==> src/rtl/serial_add_pkg.sv <==
// Shared types and bounds for the bit-serial adder controller.
// Optional subtract mode is enabled by defining SERIAL_ADD_CTRL_SUB_EN.
package serial_add_pkg;

    localparam int MIN_WIDTH = 2;
    localparam int MAX_WIDTH = 64;

    typedef enum logic [1:0] {
        ST_IDLE = 2'd0,
        ST_RUN  = 2'd1,
        ST_DONE = 2'd2
    } state_t;

endpackage

==> src/rtl/serial_add_ctrl_if.sv <==
// Operand/result handshake bundle for serial_add_ctrl.
// i_sub exists only when SERIAL_ADD_CTRL_SUB_EN is defined.
interface serial_add_ctrl_if #(
    parameter int WIDTH = 8
);
    import serial_add_pkg::*;

    logic             i_valid;
    logic             o_ready;
    logic [WIDTH-1:0] i_a;
    logic [WIDTH-1:0] i_b;
    logic             i_cin;
`ifdef SERIAL_ADD_CTRL_SUB_EN
    logic             i_sub;
`endif
    logic             o_valid;
    logic             i_ready;
    logic [WIDTH-1:0] o_sum;
    logic             o_cout;
    logic             o_ovf;

    modport slave (
`ifdef SERIAL_ADD_CTRL_SUB_EN
        input  i_sub,
`endif
        input  i_valid, i_a, i_b, i_cin, i_ready,
        output o_ready, o_valid, o_sum, o_cout, o_ovf
    );

    modport master (
`ifdef SERIAL_ADD_CTRL_SUB_EN
        output i_sub,
`endif
        output i_valid, i_a, i_b, i_cin, i_ready,
        input  o_ready, o_valid, o_sum, o_cout, o_ovf
    );

endinterface

==> src/rtl/FullAdder.sv <==
// One-bit full adder cell shared across the datapath.
module FullAdder (
    input  logic i_a,
    input  logic i_b,
    input  logic i_x,
    output logic o_c,
    output logic o_s
);

    assign o_s = i_a ^ i_b ^ i_x;
    assign o_c = (i_a & i_b) | (i_x & (i_a ^ i_b));

endmodule

==> src/rtl/serial_add_ctrl.sv <==
// Bit-serial WIDTH-bit adder: one FullAdder, LSB first, valid/ready in and out.
// Define SERIAL_ADD_CTRL_SUB_EN to add the i_sub (A-B) mode.
module serial_add_ctrl
    import serial_add_pkg::*;
#(
    parameter int WIDTH = 8
) (
    input logic          i_clk,
    input logic          i_rst,
    serial_add_ctrl_if.slave bus
);

    localparam int CW = $clog2(WIDTH);

    state_t           state;
    state_t           state_nx;
    logic [WIDTH-1:0] a_sh;
    logic [WIDTH-1:0] b_sh;
    logic [WIDTH-1:0] sum_sh;
    logic             carry_r;
    logic [CW-1:0]    cnt;
    logic             cout_r;
    logic             ovf_r;
    logic             fa_c;
    logic             fa_s;
    logic             last;
    logic [WIDTH-1:0] b_ld;
    logic             c_ld;

    FullAdder u_fa (
        .i_a (a_sh[0]),
        .i_b (b_sh[0]),
        .i_x (carry_r),
        .o_c (fa_c),
        .o_s (fa_s)
    );

    assign last = (cnt == CW'(WIDTH - 1));

    always_comb begin
        b_ld = bus.i_b;
        c_ld = bus.i_cin;
`ifdef SERIAL_ADD_CTRL_SUB_EN
        // A-B as A + ~B + 1
        if (bus.i_sub) begin
            b_ld = ~bus.i_b;
            c_ld = 1'b1;
        end
`endif
    end

    always_ff @(posedge i_clk or posedge i_rst) begin
        if (i_rst) state <= ST_IDLE;
        else       state <= state_nx;
    end

    always_comb begin
        state_nx = state;
        unique case (state)
            ST_IDLE: if (bus.i_valid) state_nx = ST_RUN;
            ST_RUN:  if (last)        state_nx = ST_DONE;
            ST_DONE: if (bus.i_ready) state_nx = ST_IDLE;
            default:                  state_nx = ST_IDLE;
        endcase
    end

    always_ff @(posedge i_clk or posedge i_rst) begin
        if (i_rst) begin
            a_sh    <= '0;
            b_sh    <= '0;
            sum_sh  <= '0;
            carry_r <= 1'b0;
            cnt     <= '0;
            cout_r  <= 1'b0;
            ovf_r   <= 1'b0;
        end else begin
            unique case (state)
                ST_IDLE: begin
                    if (bus.i_valid) begin
                        a_sh    <= bus.i_a;
                        b_sh    <= b_ld;
                        carry_r <= c_ld;
                        cnt     <= '0;
                    end
                end
                ST_RUN: begin
                    sum_sh  <= {fa_s, sum_sh[WIDTH-1:1]};
                    carry_r <= fa_c;
                    a_sh    <= a_sh >> 1;
                    b_sh    <= b_sh >> 1;
                    // hold at WIDTH-1 so the counter never wraps
                    if (last) begin
                        cout_r <= fa_c;
                        ovf_r  <= carry_r ^ fa_c;
                    end else begin
                        cnt <= cnt + 1'b1;
                    end
                end
                default: ;
            endcase
        end
    end

    assign bus.o_ready = (state == ST_IDLE);
    assign bus.o_valid = (state == ST_DONE);
    assign bus.o_sum   = sum_sh;
    assign bus.o_cout  = cout_r;
    assign bus.o_ovf   = ovf_r;

endmodule

==> src/flat_wrapper.sv <==
// flat-port wrapper written by rule: the top's interface ports become plain ports
module serial_add_ctrl_flat import serial_add_pkg::*;
#(
    parameter int WIDTH = 8
)
  (i_clk, i_rst, bus_i_valid, bus_i_a, bus_i_b, bus_i_cin, bus_i_ready, bus_o_ready, bus_o_valid, bus_o_sum, bus_o_cout, bus_o_ovf);
  serial_add_ctrl_if #(.WIDTH(WIDTH)) bus_i ();
  input logic i_clk;
  input logic i_rst;
  input wire logic [$bits(bus_i.i_valid)-1:0] bus_i_valid;
  input wire logic [$bits(bus_i.i_a)-1:0] bus_i_a;
  input wire logic [$bits(bus_i.i_b)-1:0] bus_i_b;
  input wire logic [$bits(bus_i.i_cin)-1:0] bus_i_cin;
  input wire logic [$bits(bus_i.i_ready)-1:0] bus_i_ready;
  output wire logic [$bits(bus_i.o_ready)-1:0] bus_o_ready;
  output wire logic [$bits(bus_i.o_valid)-1:0] bus_o_valid;
  output wire logic [$bits(bus_i.o_sum)-1:0] bus_o_sum;
  output wire logic [$bits(bus_i.o_cout)-1:0] bus_o_cout;
  output wire logic [$bits(bus_i.o_ovf)-1:0] bus_o_ovf;
  assign bus_i.i_valid = bus_i_valid;
  assign bus_i.i_a = bus_i_a;
  assign bus_i.i_b = bus_i_b;
  assign bus_i.i_cin = bus_i_cin;
  assign bus_i.i_ready = bus_i_ready;
  assign bus_o_ready = bus_i.o_ready;
  assign bus_o_valid = bus_i.o_valid;
  assign bus_o_sum = bus_i.o_sum;
  assign bus_o_cout = bus_i.o_cout;
  assign bus_o_ovf = bus_i.o_ovf;
  serial_add_ctrl #(.WIDTH(WIDTH)) u_core (.i_clk(i_clk), .i_rst(i_rst), .bus(bus_i));
endmodule
==> config.mk <==
export PLATFORM = sky130hd
export DESIGN_NAME = serial_add_ctrl_flat
export DESIGN_NICKNAME = d
export VERILOG_FILES = /design/src/rtl/serial_add_pkg.sv /design/src/rtl/serial_add_ctrl_if.sv /design/src/rtl/FullAdder.sv /design/src/rtl/serial_add_ctrl.sv /design/src/flat_wrapper.sv
export SDC_FILE = /design/constraint.sdc
export NUM_CORES = 1
export LEC_CHECK = 0
export ABC_AREA = 1
export CAP_MARGIN = 20
export CELL_PAD_IN_SITES_DETAIL_PLACEMENT = 0
export CELL_PAD_IN_SITES_GLOBAL_PLACEMENT = 2
export CORE_MARGIN = 5
export CORE_UTILIZATION = 29
export DETAILED_ROUTE_END_ITERATION = 7
export PLACE_DENSITY_LB_ADDON = 0.08
export SETUP_SLACK_MARGIN = 0.05
export SYNTH_ARGS = -nofsm -noshare
export SYNTH_HDL_FRONTEND = slang
export SYNTH_HIERARCHICAL = 1
export SYNTH_SLANG_ARGS = --single-unit
==> constraint.sdc <==
create_clock -name i_clk -period 1.35 [get_ports i_clk]
set_input_delay 0.2025 -clock i_clk [delete_from_list [all_inputs] [get_ports i_clk]]
set_output_delay 0.2025 -clock i_clk [all_outputs]
set_load 0.01 [all_outputs]
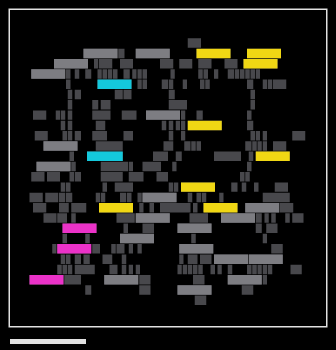
(run_1/ff_map.png)
The bar under the picture is 20 um long. Other sequential cells in the stronger grey, the rest of the logic in the fainter grey.
cyan -> `u_core/state`  # sequential cells 2
yellow -> `u_core/b_sh`  # sequential cells 8
magenta -> `u_core/cnt`  # sequential cells 3

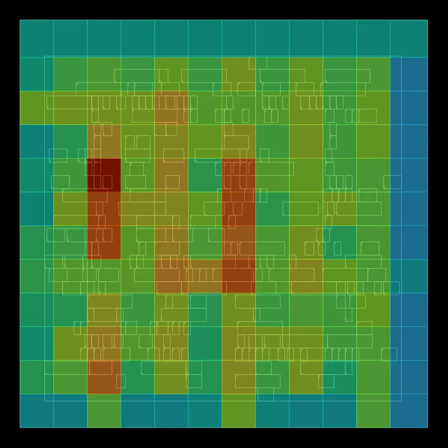
(run_1/congestion_map.png)
met2 GRT Util: 18.15%
GRT Overall Usage: 11.34%
grt peak-use layer: met2
wire length per cell: 12.52 um

==> summary.txt, run 1 <==
Tot Pwr -> 0.004653 W
Crit-path cells -> buf_4, nor2_4, buf_6
Tally of filler cells in the layout -> 555
Ant diodes -> 0
Worst Path Buf+Inv -> 2
Met2 wire length -> 1903 um
Tally of OpenROAD warnings -> 28
Die area -> 0.006981 mm^2
Mapped Nets -> 219
M1 GR Usage -> 14.32%
DR vias/cell -> 4.435
Total Nets Final -> 263
Avg Cell Area, Syn -> 8.046 um^2
Worst endpoint required time -> 1.15 ns
CTS root buffer -> clkbuf_8
Setup CP Type -> flop to primary output
Post-Route Skew -> 0.004693 ns
First-pass GRT wire length -> 6423 um
CTS clk-pin slew, worst paths -> 0.07 ns
Latency at later pin -> 0.28 ns
Synthesis-to-layout area growth -> 36.60%
Cell area after synthesis -> 0.001569 mm^2
Largest net degree at the start of global routing -> 33
Layout cells sized above 1 -> 15.42%
F_max -> 794.0 MHz
Met3 wire length -> 236 um
Cells after synthesis -> 195
Max Cap Violations -> 0
Outcome -> finished clean
Area leader share -> 51.04%
Final period util -> 93.29%
DPL Wire Length -> 2627 um
R2R depth -> 5
FF-to-FF End -> u_core/a_sh[6]
Num rows -> 26
RSZ-0062 raised after global routing -> yes
Core area -> 0.005172 mm^2
Drt drc -> 0
First DRT Iteration DRCs -> 65
Yosys reg bits -> 32
Critical path's slowest cell -> dfrtp_1
Post-route ant nets -> 0
Port bufs -> 32
Vias in the first global route -> 1,330
Die width -> 83.56 um
Top cells, area -> dfrtp_1 (51%), nand2_1 (28%), nand3_1 (6.4%)
Maximum buffer depth of the clock tree -> 2
Num ports -> 33
Slew HR -> 83.90%
Yosys chip area -> 0.001569 mm^2
Setup crit end kind -> primary output
RePlAce Congestion -> 0.7325
Startpoint types -> flop
CTS tree -> done
Slew Viols, Final -> 0
Leakage -> 1.147 nW
GRT Residual Overflow -> 0
Pre-Repair DR Iteration Count -> 4
R2R setup slack -> 0.11 ns
Area leader, netlist -> dfrtp_1
H-tree Lvls -> 2
Critical path data arrival time -> 1.06 ns
Netlist cell types -> 19
Seq share, synth -> 51.04%
Final setup vio count -> 0
Antenna violations before repair -> 0
Yosys Instances -> 195
R2R Path Start -> u_core/state[0]
PD cells -> 2171 mW/mm^2
Wire length on met1 -> 1725 um
Yosys Warn Count -> 6
Clock sink count -> 32
Inserted Clock Buffers -> 5
Worst slew pin tran -> 0.2406 ns
Worst vdd ir -> 756.7 uV
Worst Path Max Fanout -> 2
Count of final hold-check violations -> 0
Die Ht -> 83.56 um
Cell family with most CP delay -> flip-flops
Setup_tns -> 0 ns
Top sig layer -> met4
Hold Buf Count CTS -> 0
Final min period -> 1.259 ns
Worst hold path class -> primary input to asynchronous set/reset pin
Fp_density -> 30.33%
Largest stage delay, worst path -> 0.41 ns
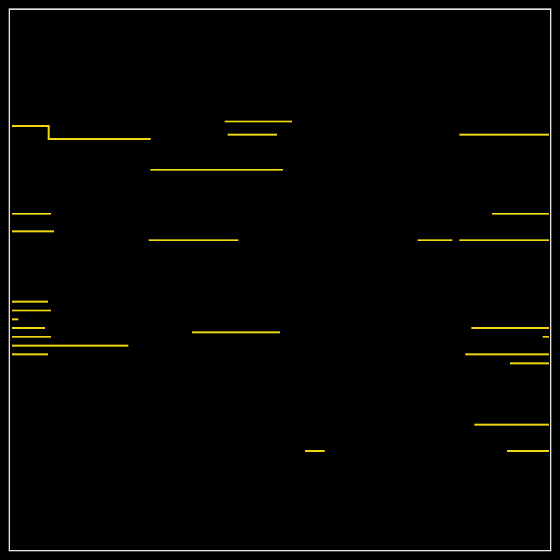
(run_1/m3.png)
share of all routed wire = 6.1%
main direction = horizontal
nets with wire on the layer = 24
longest straight run = 20.2 um
met3 Use GR: 4.047%
final WL: 3882 um
detailed-route via count: 1,375

-- run 1: worst register-to-register path, cell delays in order (launching register included) --
cell and delay (ns):
dfrtp_2 0.46, buf_12 0.18, o21ai_4 0.23, inv_6 0.11, nand2_1 0.10, nand2_1 0.06
-- run 1: logic make-up after synthesis --
group,Yosys count,synth area share (%)
fa+ha+maj,3,2.871
simple gates,141,36.84
flops,32,51.04
buf+inv,14,6.539
compound gates,4,2.154
xor+xnor,1,0.5583
-- run 1: state kept, by name (all words and copies together) (netlist names) --
register and count:
u_core/a_sh 8, u_core/b_sh 8, u_core/bus.o_sum 8, u_core/cnt 3, u_core/state 2, u_core/bus.o_cout 1
u_core/bus.o_ovf 1, u_core/carry_r 1
-- run 1: per-stage QoR --
| step | hold WS, ns | setup WS [ns] | cells | area [um^2] | utilization (%) |
|---|---|---|---|---|---|
| 3_3_place_gp | 0.4647 | -0.04338 | 299 | 1988 | 38.44 |
| 3_5_place_dp | 0.4664 | -0.08935 | 299 | 1988 | 38.44 |
| 5_1_grt | 0.2821 | 0.03943 | 310 | 2143 | 41.44 |
| 2_1_floorplan | 0.3007 | 0.07739 | 195 | 1569 | - |
| 4_1_cts | 0.2777 | 0.04803 | 308 | 2102 | 40.64 |
| 6_report | 0.2711 | 0.09059 | 310 | 2143 | 41.44 |
-- run 1: power breakdown --
group	internal, W	switching (W)	leakage, nW
combinational	0.000955	0.00128	0.690
sequential	0.00138	0.000269	0.406
clock	0.000407	0.000363	0.0510
total	0.00274	0.00191	1.15
-- run 1: cell usage in the layout, fill, tap and decap left out, drive strengths merged --
cell type / count
nand2: 116
dfrtp: 32
clkdlybuf4s50: 20
nand3: 20
buf: 14
dlygate4sd2: 10
inv: 7
clkbuf: 6
nor2: 5
o21ai: 3
clkinv: 2
ha: 2
xor2: 1
o31ai: 1
fa: 1
-- run 1: repair_timing --
action,4_1_cts,5_1_grt
pin swaps,0,2
endpoints found under the hold margin,0,0
setup endpoints to repair,33,18
setup buffers,1,2
resized,27,9
-- run 1: worst max-delay path by stage --
stage | from | end | slack [ns] | depth (start not counted)
finish | u_core/state[1] | bus_o_ready | 0.09 | 3
global route | u_core/state[0] | u_core/a_sh[5] | 0.04 | 5
CTS | u_core/state[1] | u_core/cnt[1] | 0.05 | 6
detailed placement | u_core/state[1] | u_core/cnt[1] | -0.09 | 6
global placement | u_core/state[1] | bus_o_ready | -0.04 | 2
floorplan | u_core/state[0] | u_core/cnt[0] | 0.08 | 5
-- run 1: area by class of cell --
class | instances | area [um^2] | share of cell area (%)
Sequential cell | 32 | 802.0 | 37.42
Multi-Input combinational cell | 149 | 696.9 | 32.52
Clock inverter | 2 | 10.01 | 0.4670
Inverter | 7 | 33.78 | 1.576
Tap cell | 70 | 87.58 | 4.086
Clock buffer | 6 | 82.58 | 3.853
Timing Repair Buffer | 44 | 430.4 | 20.08
-- run 1: cells in the mapped netlist --
cell type and instances:
nand2_1 115, nor2_8 1, ha_1 2, inv_2 1, fa_1 1, dfrtp_1 32
buf_6 5, buf_4 1, xor2_1 1, nand2_4 1, o21ai_4 1, o21ai_0 2
nand3_1 20, inv_4 1, o31ai_1 1, nor2_1 4, inv_6 1, buf_2 1
inv_1 4
==> run 2, diff against run 1 <==
--- a/config.mk
+++ b/config.mk
@@ -6,10 +6,10 @@
 export NUM_CORES = 1
 export LEC_CHECK = 0
 export ABC_AREA = 1
-export CAP_MARGIN = 20
+export CAP_MARGIN = 25
 export CELL_PAD_IN_SITES_DETAIL_PLACEMENT = 0
 export CELL_PAD_IN_SITES_GLOBAL_PLACEMENT = 2
-export CORE_MARGIN = 5
+export CORE_MARGIN = 4
 export CORE_UTILIZATION = 29
 export DETAILED_ROUTE_END_ITERATION = 7
 export PLACE_DENSITY_LB_ADDON = 0.08
==> run 2 against run 1 <==
Hold slack better by 0.011 ns. Combinational power barely moved. Setup slack better by 0.0048 ns. Die area down 4.7%. Synthesized area unchanged. Maximum frequency rose by 0.39%. Largest power group unchanged. Critical path type unchanged. Clock skew up 0.0014 ns. Critical path depth did not move. Synthesized cell count unchanged.
==> summary.txt, run 2 <==
Detailed-route via count -> 1,371
RSZ-0062 raised after global routing -> yes
First-pass GRT wire length -> 6430 um
RePlAce Congestion -> 0.7328
Die area -> 0.006651 mm^2
Netlist cell types -> 19
Top cells by count -> nand2_1 (115), dfrtp_1 (32), nand3_1 (20)
Inserted Clock Buffers -> 5
Pre-Repair DR Iteration Count -> 4
Fp_density -> 30.33%
Final period util -> 92.93%
Commonest flop -> dfrtp_1
Yosys reg bits -> 32
CTS tree -> done
Yosys Instances -> 195
Placed cells -> 299
Port bufs -> 32
Final min period -> 1.255 ns
Latency at later pin -> 0.28 ns
Max Cap Violations -> 0
Cells after synthesis -> 195
Drt drc -> 0
Count of final hold-check violations -> 0
Antenna violations before repair -> 0
Final WL -> 3725 um
Top cells, area -> dfrtp_1 (51%), nand2_1 (28%), nand3_1 (6.4%)
Switch Pwr -> 0.001882 W
Final setup vio count -> 0
FF-to-FF End -> u_core/b_sh[5]
Sequential share of power -> 34.5%
PD cells -> 2211 mW/mm^2
R2R setup slack -> 0.11 ns
CTS clk-pin slew, worst paths -> 0.07 ns
Clock power frac -> 18.9%
CTS root buffer -> clkbuf_8
Dpl ws -> -0.03278 ns
Ant diodes -> 0
Startpoint types -> flop
Tally of filler cells in the layout -> 538
Num rows -> 26
Worst Path Max Fanout -> 2
Die width -> 81.56 um
EDFF count, synth -> 0
F_max -> 797.1 MHz
Seq share, synth -> 51.04%
Critical path data arrival time -> 1.05 ns
GRT Overall Usage -> 12.80%
Area leader, netlist -> dfrtp_1
GRT Residual Overflow -> 0
Worst slew pin tran -> 0.2169 ns
Setup_tns -> 0 ns
Placed Area -> 0.001988 mm^2
Worst setup margin -> 0.09544 ns
Maximum buffer depth of the clock tree -> 2
AO/OA Area Share -> 2.153%
Worst setup endpoint -> bus_o_ready
Die Ht -> 81.56 um
Final instance area -> 0.002171 mm^2
Leakage -> 1.157 nW
Yosys Warn Count -> 6
Largest non-sequential cell family by area -> simple AND/OR/NAND/NOR gates
Largest net degree at the start of global routing -> 33
Tot Pwr -> 0.004800 W
Avg Cell Area, Syn -> 8.046 um^2
Total Nets Final -> 263
Setup crit end kind -> primary output
DPL Wire Length -> 2543 um
Outcome -> finished clean
H-tree Lvls -> 2
Mapped Nets -> 219
Worst hold path class -> primary input to asynchronous set/reset pin
Xor and xnor area share after synthesis -> 0.5582%
Cell-internal power -> 0.002918 W
Area leader share -> 51.04%
R2R Path Start -> u_core/state[0]
Post-route ant nets -> 0
Vias in the first global route -> 1,364
Critical Path Start -> u_core/state[1]
Synth mux share -> 0%
Comb power frac -> 46.7%
Synthesis-to-layout area growth -> 38.36%
Most common logic cells in the final layout -> nand2_1 (113), dfrtp_1 (31), clkdlybuf4s50_1 (20), nand3_1 (20), dlygate4sd2_1 (10)
Tally of OpenROAD warnings -> 28
Num ports -> 33
Clock sink count -> 32
Core area -> 0.005172 mm^2
Cell area after synthesis -> 0.001569 mm^2
Slew Viols, Final -> 0
Wire length per cell -> 12.02 um
Simple Share, Synth -> 36.84%
Yosys chip area -> 0.001569 mm^2
-- run 2: netlist changes by cell type in the layout (fill, tap and decap cells not counted), sizes merged --
| cell | previous run | this run |
|---|---|---|
| bufinv | 0 | 1 |
| clkinv | 2 | 1 |
-- run 2: critical path, cell delays in order (launching register included) --
cell and delay (ns):
dfrtp_1 0.42, buf_6 0.14, nor2_4 0.10, buf_6 0.11
-- run 2: final cells by class --
cell class                      count  area (um^2)  area share, %
Sequential cell                    32        802.0          36.95
Multi-Input combinational cell    149        696.9          32.10
Timing Repair Buffer               44        442.9          20.40
Tap cell                           70        87.58          4.035
Clock buffer                        6        72.57          3.343
Clock inverter                      2        35.03          1.614
Inverter                            7        33.78          1.556
-- run 2: routing by layer --
metal	track usage, %	up-vias	share of wire (%)
met4	3.885	0	0.91
met5	0	-	0
met3	4.934	4	5.5
met2	21.50	31	50
li1	-	694	-
met1	15.06	642	43
-- run 2: kinds of logic (layout without fill, tap and decap cells) --
group | Yosys count | after routing
and+or+nand+nor | 141 | 141
DFF | 32 | 32
buffers and inverters | 14 | 59
xor gates and xnor gates | 1 | 1
adders and majority gates | 3 | 3
AOI/OAI and AO/OA | 4 | 4
-- run 2: metrics by stage --
| stage | utilization, % | hold slack [ns] |
|---|---|---|
| finish | 41.97 | 0.2820 |
| global route | 41.97 | 0.2997 |
| CTS | 40.98 | 0.2878 |
| detailed placement | 38.44 | 0.4649 |
| global placement | 38.44 | 0.4651 |
| floorplan | - | 0.3007 |
-- run 2: how the worst min path moves through the flow --
stage / startpoint / to / depth (start not counted)
5_1_grt: i_rst / u_core/bus.o_sum[2] / 3
4_1_cts: i_rst / u_core/bus.o_sum[1] / 3
6_report: i_rst / u_core/bus.o_sum[1] / 3
3_5_place_dp: u_core/a_sh[7] / u_core/a_sh[7] / 2
3_3_place_gp: u_core/b_sh[1] / u_core/b_sh[1] / 2
2_1_floorplan: bus_i_ready / u_core/state[1] / 1
-- run 2: power by group through the flow --
| stage | Clock [W] | Combinational [W] | Sequential, W |
|---|---|---|---|
| after global routing | 0.000996 | 0.00260 | 0.00171 |
| after detailed placement | 0 | 0.00214 | 0.00166 |
| final | 0.000906 | 0.00224 | 0.00165 |
| after floorplan | 0 | 0.00144 | 0.00168 |
| after global placement | 0 | 0.00211 | 0.00164 |
| after CTS | 0.000943 | 0.00214 | 0.00166 |
-- run 2: timing repair --
action	CTS	global route
pin swaps	0	2
hold buffers	0	0
buffers inserted	1	2
gates cloned	0	0
gates resized	28	7
endpoints found under the setup margin	32	23
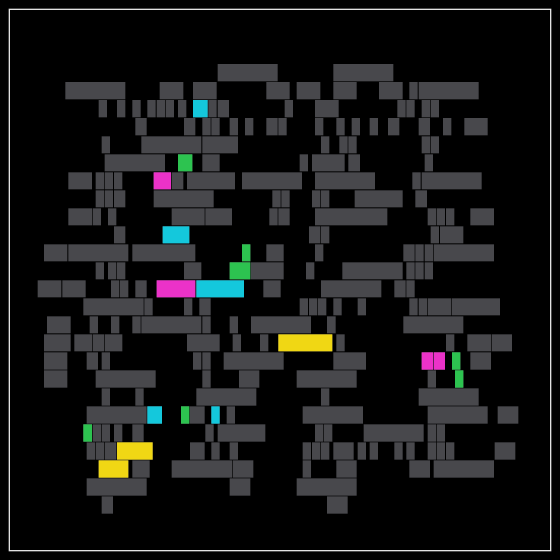
(run_2/gates.png)
green -> inv cells  # cells 7, most used inv_1
magenta -> aoi and oai cells  # cells 4, most used o21ai_0
cyan -> nor cells  # cells 5, most used nor2_2
yellow -> fa/ha/maj cells  # cells 3
logic share of the area: 32.10%
fin cells: 310
Top cell excl fill/tap: nand2_1

No activity file was given, so power comes from the tool's default toggle rates.
